File: config.mk
export PLATFORM = sky130hd
export DESIGN_NAME = func_ci_ctrl
export DESIGN_NICKNAME = d
export VERILOG_FILES = /design/src/rtl/func_ci_ctrl.sv
export SDC_FILE = /design/constraint.sdc
export NUM_CORES = 1
export LEC_CHECK = 0
export CAP_MARGIN = 20
export CORE_UTILIZATION = 34
export DETAILED_ROUTE_END_ITERATION = 8
export GPL_TIMING_DRIVEN = 0
export SYNTH_ARGS = -nofsm -noshare
export SYNTH_HDL_FRONTEND = slang
export SYNTH_SLANG_ARGS = --single-unit
File: constraint.sdc
create_clock -name clk -period 2.65 [get_ports clk]
set_clock_uncertainty 0.2 [all_clocks]
set_input_delay 0.53 -clock clk [delete_from_list [all_inputs] [get_ports clk]]
set_output_delay 0.53 -clock clk [all_outputs]
set_load 0.05 [all_outputs]
File: src/rtl/func_ci_ctrl.sv
// Custom-instruction front end for the func accumulator.
// Decodes CI opcodes into func jobs and tracks job status.
module func_ci_ctrl #(
  parameter int unsigned TIMEOUT_CYCLES = 1000000,
  parameter logic [31:0] NAN_ERR        = 32'h7FC00000,
  parameter logic [31:0] BUSY_ERR       = 32'hFFFFFFFF
) (
  input  logic        clk,
  input  logic        reset,
  input  logic        clk_en,
  input  logic        ci_start,
  input  logic [1:0]  ci_n,
  input  logic [31:0] ci_dataa,
  input  logic [31:0] ci_datab,
  output logic        ci_done,
  output logic [31:0] ci_result,
  output logic        func_start,
  output logic [31:0] func_base_ptr,
  output logic [31:0] func_size,
  input  logic        func_done,
  input  logic [31:0] func_result
);

  typedef enum logic [1:0] {
    IDLE,
    START,
    WAIT_JOB,
    RESP
  } state_t;

  localparam logic [28:0] TO_LIM = 29'(TIMEOUT_CYCLES);

  state_t      state_q, state_d;
  logic [31:0] res_q, res_d;
  logic [31:0] base_q, base_d;
  logic [31:0] size_q, size_d;
  logic        blk_q, blk_d;

  logic        busy_q, to_q, ref_q;
  logic [28:0] cyc_q;
  logic [31:0] last_q;

  logic        accept, set_ref, set_to;
  logic        busy_eff;

  // A completion in the decode cycle frees the job slot first
  assign busy_eff = busy_q & ~func_done;

  always_comb begin
    state_d = state_q;
    res_d   = res_q;
    base_d  = base_q;
    size_d  = size_q;
    blk_d   = blk_q;
    accept  = 1'b0;
    set_ref = 1'b0;
    set_to  = 1'b0;
    unique case (state_q)
      IDLE: begin
        if (ci_start && clk_en) begin
          unique case (ci_n)
            2'd0, 2'd1: begin
              if (busy_eff) begin
                set_ref = 1'b1;
                res_d   = BUSY_ERR;
                state_d = RESP;
              end else if (ci_datab == 32'd0) begin
                res_d   = 32'd0;
                state_d = RESP;
              end else begin
                accept  = 1'b1;
                base_d  = ci_dataa;
                size_d  = ci_datab;
                blk_d   = (ci_n == 2'd0);
                state_d = START;
              end
            end
            2'd2: begin
              if (busy_eff) begin
                state_d = WAIT_JOB;
              end else begin
                res_d   = func_done ? func_result : last_q;
                state_d = RESP;
              end
            end
            2'd3: begin
              res_d   = {busy_q, to_q, ref_q, cyc_q};
              state_d = RESP;
            end
          endcase
        end
      end
      START: begin
        if (blk_q) begin
          state_d = WAIT_JOB;
        end else begin
          res_d   = 32'd0;
          state_d = RESP;
        end
      end
      WAIT_JOB: begin
        if (func_done) begin
          res_d   = func_result;
          state_d = RESP;
        end else if (cyc_q == TO_LIM) begin
          set_to  = 1'b1;
          res_d   = NAN_ERR;
          state_d = RESP;
        end
      end
      RESP: begin
        state_d = IDLE;
      end
    endcase
  end

  always_ff @(posedge clk) begin
    if (!reset) begin
      state_q <= IDLE;
      res_q   <= '0;
      base_q  <= '0;
      size_q  <= '0;
      blk_q   <= 1'b0;
    end else begin
      state_q <= state_d;
      res_q   <= res_d;
      base_q  <= base_d;
      size_q  <= size_d;
      blk_q   <= blk_d;
    end
  end

  // Job tracking is independent of the CI handshake
  always_ff @(posedge clk) begin
    if (!reset) begin
      busy_q <= 1'b0;
      to_q   <= 1'b0;
      ref_q  <= 1'b0;
      cyc_q  <= '0;
      last_q <= '0;
    end else begin
      if (busy_q && (cyc_q != '1)) begin
        cyc_q <= cyc_q + 29'd1;
      end
      if (func_done) begin
        busy_q <= 1'b0;
        last_q <= func_result;
      end
      if (accept) begin
        busy_q <= 1'b1;
        cyc_q  <= '0;
        to_q   <= 1'b0;
        ref_q  <= 1'b0;
      end
      if (set_ref) begin
        ref_q <= 1'b1;
      end
      if (set_to) begin
        to_q <= 1'b1;
      end
    end
  end

  assign ci_done       = (state_q == RESP);
  assign ci_result     = ci_done ? res_q : 32'd0;
  assign func_start    = (state_q == START);
  assign func_base_ptr = base_q;
  assign func_size     = size_q;

endmodule
Where the registers sit:
Drawn at 2 px/um. Other sequential cells in the stronger gray, the rest of the logic in the fainter gray.
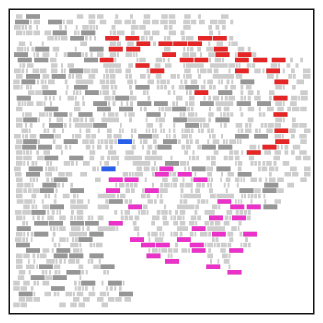
legend:
  cyc_q:
    color: magenta
    sequential_cells: 29
  state_q:
    color: blue
    sequential_cells: 2
  res_q:
    color: red
    sequential_cells: 32
sequential power: 2.86 mW
Flop area: 0.00326 mm^2
Seq area share: 0.306

==> changes_impl.md <==
### Implementation results

* Most used routing layer: met2
* Clk sink count at 163
* Switching portion of total power at 0.353
* Cell taking the most area after synthesis: dfxtp_1
* WP depth at 9
* Clock buf/inv share at 0.0566
* Chip Area, Yosys at 0.00760 mm^2
* Path type of the worst setup path: in2reg
* Metal-1 WL at 10.8 mm
* Status: finished, final reports clean
* Synth top cells by count: 202 x nand2_1, 163 x dfxtp_1, 102 x a21oi_1, 65 x mux2i_1, 63 x nor2_1
* Leak pwr at 3.91 nW
* Tool warnings at 31
* Crit path buf inv count at 4
* Yosys cell count at 948
* Worst-path clk slew at 0.07 ns
* Post-layout instance area at 0.0107 mm^2
* Logic share of the area at 0.381
* 1st-iter DRT viols at 444
* Arrival time at the worst endpoint at 2.66 ns
* Total nets after synthesis at 1058
* F_max at 0.391 GHz
* Clock share of power at 0.325
* Reg2Reg Setup Slack at 0.11 ns
* Clock-net power at 2.52 mW
* Crit-path max cell delay at 0.49 ns
Layout detail:
Window x 63 to 88, y 63 to 88 um. Cells in gray, sequential cells in the stronger gray; small squares are vias.
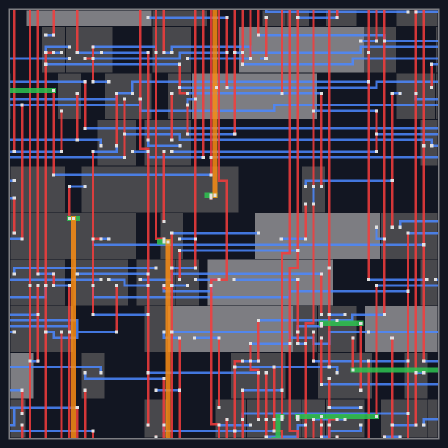
legend:
  metal 4:
    color: orange
  metal 2:
    color: red
  metal 3:
    color: green
  metal 1:
    color: blue
sequential cells in the window: 6
most frequent: nor2_1 (7), dfxtp_1 (6), clkbuf_1 (3)
netlist names of flops here include: cyc_q (3), last_q (2)
cells with their middle in the window: 40

Power is estimated from default activity; no workload was simulated.
